[src/rtl/ser_frame_tx_pkg.sv]
`default_nettype none
// ============================================================================
// Module   : ser_frame_tx_pkg
// Purpose  : Shared definitions for the serial frame transmitter and the
//            downstream demultiplexer datapath: FSM state encoding, port
//            address width and default field widths.
// Revision : 1.0 - initial release
// ============================================================================
package ser_frame_tx_pkg;

    localparam int PORT_W     = 2;   // destination port address width
    localparam int LEN_W_DEF  = 4;   // default length field width
    localparam int DATA_W_DEF = 15;  // default payload register width

    typedef enum logic [2:0] {
        ST_IDLE  = 3'd0,
        ST_START = 3'd1,
        ST_PORT  = 3'd2,
        ST_LEN   = 3'd3,
        ST_DATA  = 3'd4
    } state_t;

endpackage : ser_frame_tx_pkg
`default_nettype wire

[src/rtl/ser_frame_tx_bit_counter.sv]
`default_nettype none
// ============================================================================
// Module   : frame_bit_counter
// Purpose  : Loadable down-counter that tracks the remaining bits of the
//            current frame field. It saturates at zero instead of wrapping.
// Ports    : clk        - system clock
//            rst        - asynchronous active-high reset
//            i_en       - decrement enable (bit consumed)
//            i_load     - load i_load_val (takes priority over i_en)
//            i_load_val - reload value (bits in field minus one)
//            o_tc       - terminal count, high when the count is zero
// Revision : 1.0 - initial release
// ============================================================================
module frame_bit_counter #(
    parameter int CNT_W = 4
) (
    input  logic             clk,
    input  logic             rst,
    input  logic             i_en,
    input  logic             i_load,
    input  logic [CNT_W-1:0] i_load_val,
    output logic             o_tc
);

    logic [CNT_W-1:0] r_count;

    always_ff @(posedge clk or posedge rst) begin
        if (rst) begin
            r_count <= '0;
        end else if (i_load) begin
            r_count <= i_load_val;
        end else if (i_en && (r_count != '0)) begin
            r_count <= r_count - 1'b1;
        end
    end

    assign o_tc = (r_count == '0);

endmodule : frame_bit_counter
`default_nettype wire

[src/rtl/ser_frame_tx.sv]
`default_nettype none
// ============================================================================
// Module   : ser_frame_tx
// Purpose  : Serial frame transmitter. Captures a parallel request and shifts
//            out start bit (0), port address (MSB first), length (MSB first)
//            and N payload bits (LSB first), one bit per clk_en strobe.
// Ports    : clk      - system clock
//            rst      - asynchronous active-high reset
//            clk_en   - bit-advance strobe
//            start    - request strobe, accepted only while idle
//            port_sel - destination port
//            len      - payload bit count (clamped to DATA_W)
//            data     - payload word
//            ser_out  - registered serial line, idle high
//            busy     - high from accept until frame end
//            done     - one-cycle pulse at frame end
// Revision : 1.0 - initial release
// ============================================================================
module ser_frame_tx
    import ser_frame_tx_pkg::*;
#(
    parameter int DATA_W = DATA_W_DEF,
    parameter int LEN_W  = LEN_W_DEF
) (
    input  logic                clk,
    input  logic                rst,
    input  logic                clk_en,
    input  logic                start,
    input  logic [PORT_W-1:0]   port_sel,
    input  logic [LEN_W-1:0]    len,
    input  logic [DATA_W-1:0]   data,
    output logic                ser_out,
    output logic                busy,
    output logic                done
);

    // The length field can always hold DATA_W, so LEN_W bits suffice for
    // every reload value (1, LEN_W-1, N-1).
    localparam int               CNT_W        = LEN_W;
    localparam logic [LEN_W-1:0] c_data_w_len = LEN_W'(DATA_W);

    state_t              r_state, w_state_nxt;
    logic                r_ser_out, w_ser_nxt;
    logic                r_busy, w_busy_nxt;
    logic                r_done, w_done_nxt;
    logic [PORT_W-1:0]   r_port_sh, w_port_sh_nxt;
    logic [LEN_W-1:0]    r_len_sh, w_len_sh_nxt;
    logic [LEN_W-1:0]    r_len_n, w_len_n_nxt;
    logic [DATA_W-1:0]   r_data_sh, w_data_sh_nxt;

    logic                w_len_clamp_sel;
    logic [LEN_W-1:0]    w_len_clamp;
    logic                w_cnt_load;
    logic                w_cnt_dec;
    logic [CNT_W-1:0]    w_cnt_val;
    logic                w_cnt_tc;

    assign w_len_clamp_sel = (len > c_data_w_len);
    assign w_len_clamp     = w_len_clamp_sel ? c_data_w_len : len;

    frame_bit_counter #(
        .CNT_W (CNT_W)
    ) u_bit_cnt (
        .clk        (clk),
        .rst        (rst),
        .i_en       (w_cnt_dec),
        .i_load     (w_cnt_load),
        .i_load_val (w_cnt_val),
        .o_tc       (w_cnt_tc)
    );

    always_ff @(posedge clk or posedge rst) begin
        if (rst) begin
            r_state <= ST_IDLE;
        end else begin
            r_state <= w_state_nxt;
        end
    end

    // Each shift register is shifted as its bit is moved onto ser_out, so the
    // next bit of a field is always at the MSB (port/len) or LSB (data).
    always_comb begin
        w_state_nxt   = r_state;
        w_ser_nxt     = r_ser_out;
        w_busy_nxt    = r_busy;
        w_done_nxt    = 1'b0;
        w_port_sh_nxt = r_port_sh;
        w_len_sh_nxt  = r_len_sh;
        w_len_n_nxt   = r_len_n;
        w_data_sh_nxt = r_data_sh;
        w_cnt_load    = 1'b0;
        w_cnt_dec     = 1'b0;
        w_cnt_val     = '0;

        case (r_state)
            ST_IDLE: begin
                w_ser_nxt  = 1'b1;
                w_busy_nxt = 1'b0;
                if (start) begin
                    w_port_sh_nxt = port_sel;
                    w_len_sh_nxt  = w_len_clamp;
                    w_len_n_nxt   = w_len_clamp;
                    w_data_sh_nxt = data;
                    w_ser_nxt     = 1'b0;
                    w_busy_nxt    = 1'b1;
                    w_state_nxt   = ST_START;
                end
            end
            ST_START: begin
                if (clk_en) begin
                    w_ser_nxt     = r_port_sh[PORT_W-1];
                    w_port_sh_nxt = r_port_sh << 1;
                    w_cnt_load    = 1'b1;
                    w_cnt_val     = CNT_W'(PORT_W - 1);
                    w_state_nxt   = ST_PORT;
                end
            end
            ST_PORT: begin
                if (clk_en) begin
                    if (w_cnt_tc) begin
                        w_ser_nxt    = r_len_sh[LEN_W-1];
                        w_len_sh_nxt = r_len_sh << 1;
                        w_cnt_load   = 1'b1;
                        w_cnt_val    = CNT_W'(LEN_W - 1);
                        w_state_nxt  = ST_LEN;
                    end else begin
                        w_ser_nxt     = r_port_sh[PORT_W-1];
                        w_port_sh_nxt = r_port_sh << 1;
                        w_cnt_dec     = 1'b1;
                    end
                end
            end
            ST_LEN: begin
                if (clk_en) begin
                    if (w_cnt_tc) begin
                        if (r_len_n == '0) begin
                            // Empty payload: frame ends after the length field.
                            w_ser_nxt   = 1'b1;
                            w_busy_nxt  = 1'b0;
                            w_done_nxt  = 1'b1;
                            w_state_nxt = ST_IDLE;
                        end else begin
                            w_ser_nxt     = r_data_sh[0];
                            w_data_sh_nxt = r_data_sh >> 1;
                            w_cnt_load    = 1'b1;
                            w_cnt_val     = r_len_n - 1'b1;
                            w_state_nxt   = ST_DATA;
                        end
                    end else begin
                        w_ser_nxt    = r_len_sh[LEN_W-1];
                        w_len_sh_nxt = r_len_sh << 1;
                        w_cnt_dec    = 1'b1;
                    end
                end
            end
            ST_DATA: begin
                if (clk_en) begin
                    if (w_cnt_tc) begin
                        w_ser_nxt   = 1'b1;
                        w_busy_nxt  = 1'b0;
                        w_done_nxt  = 1'b1;
                        w_state_nxt = ST_IDLE;
                    end else begin
                        w_ser_nxt     = r_data_sh[0];
                        w_data_sh_nxt = r_data_sh >> 1;
                        w_cnt_dec     = 1'b1;
                    end
                end
            end
            default: begin
                w_ser_nxt   = 1'b1;
                w_busy_nxt  = 1'b0;
                w_state_nxt = ST_IDLE;
            end
        endcase
    end

    always_ff @(posedge clk or posedge rst) begin
        if (rst) begin
            r_ser_out <= 1'b1;
            r_busy    <= 1'b0;
            r_done    <= 1'b0;
            r_port_sh <= '0;
            r_len_sh  <= '0;
            r_len_n   <= '0;
            r_data_sh <= '0;
        end else begin
            r_ser_out <= w_ser_nxt;
            r_busy    <= w_busy_nxt;
            r_done    <= w_done_nxt;
            r_port_sh <= w_port_sh_nxt;
            r_len_sh  <= w_len_sh_nxt;
            r_len_n   <= w_len_n_nxt;
            r_data_sh <= w_data_sh_nxt;
        end
    end

    assign ser_out = r_ser_out;
    assign busy    = r_busy;
    assign done    = r_done;

endmodule : ser_frame_tx
`default_nettype wire

[config.mk]
export PLATFORM = sky130hd
export DESIGN_NAME = ser_frame_tx
export DESIGN_NICKNAME = d
export VERILOG_FILES = /design/src/rtl/ser_frame_tx_pkg.sv /design/src/rtl/ser_frame_tx_bit_counter.sv /design/src/rtl/ser_frame_tx.sv
export SDC_FILE = /design/constraint.sdc
export NUM_CORES = 1
export LEC_CHECK = 0
export CAP_MARGIN = 10
export CORE_UTILIZATION = 28
export DETAILED_ROUTE_END_ITERATION = 8
export DONT_BUFFER_PORTS = 1
export PLACE_DENSITY_LB_ADDON = 0.25
export SLEW_MARGIN = 0
export SYNTH_ARGS = -nofsm -noshare
export SYNTH_HDL_FRONTEND = slang
export SYNTH_SLANG_ARGS = --single-unit
export TNS_END_PERCENT = 10
[constraint.sdc]
create_clock -name clk -period 5.6 [get_ports clk]
set_clock_uncertainty 0.05 [all_clocks]
set_input_delay 0.56 -clock clk [delete_from_list [all_inputs] [get_ports clk]]
set_output_delay 0.56 -clock clk [all_outputs]
set_load 0.005 [all_outputs]
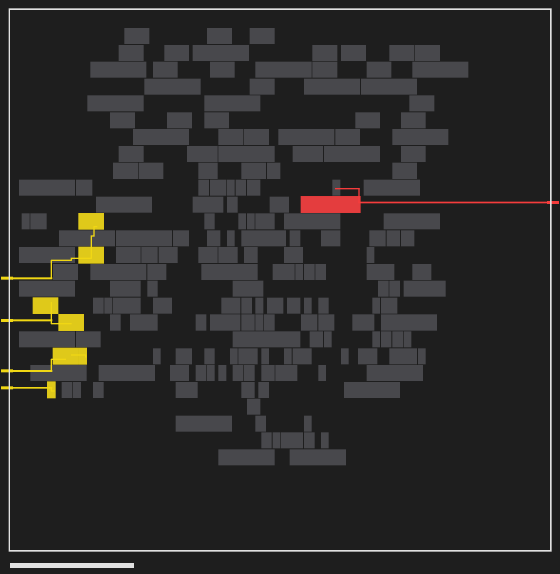
Run 1: wires at chosen ports, followed through buffers
Scale bar: 20 um.
port	colour	bits	direction	end cells	buffers	wire
ser_out	red	1	output	1	0	36.6 um
len	yellow	4	input	7	0	54.9 um
number of buffers added on ports: 0
boundary pin count: 28

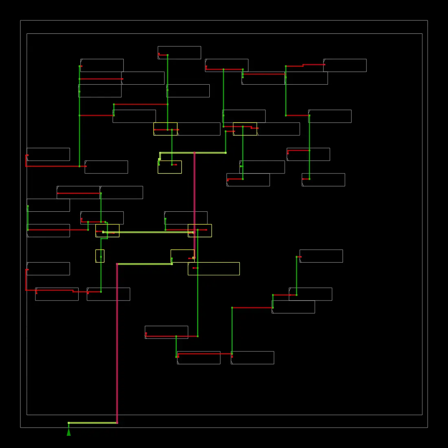
Run 1: clock routing
CTS Sinks: 35
Insertion Delay late pin: 0.29 ns
Clk power: 0.238 mW
CTS Buf Count: 5
CLK BUF: 6

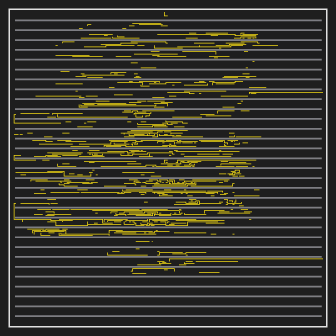
Run 1: met1 routing
Supply wires on this layer in grey.
wire length on this layer	2110 um
share of all routed wire	50%

==> results.toml, run 1 <==
# implementation run metrics
[route]
route.detailed.drc = 0
ant_nets = 0
route.vias.total = 1361
drt_iter0_markers = 70
vias_per_cell = 4.792

[logic_synthesis]
ys_sh_xor = 0.01725
yosysWarnings = 0
synth_area_mm2 = 0.002031
synthTopCellsByCount = "dfrtp_1 (34), mux2_2 (19), mux2_1 (18)"
ys.flop_type = "dfrtp_1"
ys_seq_frac = 0.4319
synth_cell_types = 46
yosys.area_share.simple = 0.1331
post_synth_fa_ha_maj_area_fraction = 0.01848

[cells_and_area]
flops = 35
comb_cells = 135
regMostFlops = "r_data_sh"
dominant_cells = "multi-input combinational cells"
buffer_area_frac = 0.003382
logic_area_mm2 = 0.001064
nets = 215

[die]
fp-utilization = 0.2940
taps = 96

[clock_network]
cts.repair.resized = 0
path_clk_slew_ns = 0.07

[pwr]
fin_total_pwr_mw = 1.281
switchingPower_mw = 0.4777
clkPwrFrac = 0.186
seq-power_mw = 0.485

[setup_path]
cp.required_ns = 5.72
crit_path_end = "r_data_sh[12]$_DFFE_PP0P_"
crit_path_start_kind = "flip-flop"
cp_slowest_stage_delay_ns = 0.64

[timing]
finalClockPeriodUsage = 0.4268
hold_violations = 0
timing.fmax_mhz = 418.4

[grt]
grt_pass1_vias = 1372
antenna_found_initial = 0
use_met3 = 0.02938

[outcome]
outcome = "finished clean"

[place]
dpl_cell_area_mm2 = 0.002102
==> inputs of run 2 (changes only) <==
clock period = 2.4 ns   (was 5.6 ns; I/O delays follow)
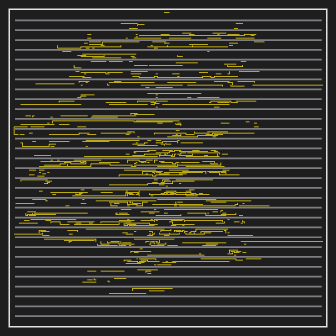
Run 2: met1 routing
Supply wires on this layer in grey.
nets with wire on the layer	205
longest straight run	29.0 um
GR Layer Usage met1: 0.1750
via count: 1380
final wirelength: 4193 um

==> run 2 against run 1 <==
Against the previous run:
- sequential power is 120% higher
- combinational power went up to 2.5 times the previous value
- non-clock buffer count is 8 higher
- worst setup slack worse by 3.0 ns
- cell count is 2.8% higher
- core utilization is 0.43 points higher
- cell area is 1.4% higher
- area after synthesis stayed put
- die area stayed put
- critical path type unchanged
- sequential share of layout area is 0.53 points lower
- highest routed layer unchanged
- wire length is 0.14% lower
- critical endpoint is now r_data_sh[4]$_DFFE_PP0P_
- global-route usage is 0.34 points higher
- largest power group unchanged
==> results.toml, run 2 <==
# implementation run metrics
[timing]
finalClockPeriodUsage = 0.9115
period_minus_slack_ns = 2.188
timing.fmax_mhz = 457.1
hold_violations = 0
setup_violations = 0

[clock_network]
clock.latency.late_pin_ns = 0.29
cts-buffers-inserted = 5
clock-sinks = 35
cts.repair.resized = 0
path_clk_slew_ns = 0.08

[logic_synthesis]
avgSynthCellArea_um2 = 10.86
synth_area_mm2 = 0.002031
yosys_area_mm2 = 0.002031
synthTopCellsByCount = "dfrtp_1 (34), mux2_2 (19), mux2_1 (18)"
yosysWarnings = 0
yosys.area_share.simple = 0.1331
ys_seq_frac = 0.4319
ys_sh_xor = 0.01725
post_synth_fa_ha_maj_area_fraction = 0.01848
top_logic_kind = "multiplexers"
syn_nets = 215
ys.flop_type = "dfrtp_1"
mux_share = 0.2200

[route]
ant_nets = 0
drt_iter0_markers = 81
route.detailed.drc = 0
vias_per_cell = 4.726

[cells_and_area]
comb_cells = 135
seq_share = 0.3899
nets = 223
clock_buffers = 6
buffer_area_frac = 0.03115
final_layout_top_logic_cells = "dfrtp_1 (34), mux2_2 (19), mux2_1 (18), nand2_1 (15)"
flops = 35
regMostFlops = "r_data_sh"
dominant_cells = "multi-input combinational cells"
final_area_mm2 = 0.002250

[min_path]
whs_endpoint = "r_port_sh[0]$_DFFE_PP0P_"

[grt]
grt_pass1_wl_um = 7231
grt_pass1_vias = 1409
use_met3 = 0.03412

[pwr]
seq-power_mw = 1.06
switchingPower_mw = 1.114
pwr.group.clock_mw = 0.424
clkPwrFrac = 0.146

[place]
portBuffers = 0
dpl_cell_area_mm2 = 0.002155

[die]
taps = 96
fp-utilization = 0.2940
fp.coreArea_mm2 = 0.006907

[setup_path]
critPathArrivalTime_ns = 2.30
crit_start = "u_bit_cnt.r_count[0]$_DFFE_PP0P_"
cp.required_ns = 2.52
crit_path_start_kind = "flip-flop"
cp_slowest_stage_delay_ns = 0.41

[outcome]
outcome = "finished clean"

[job]
max_cap_viol_count = 0
Power and IR drop assume default switching activity.
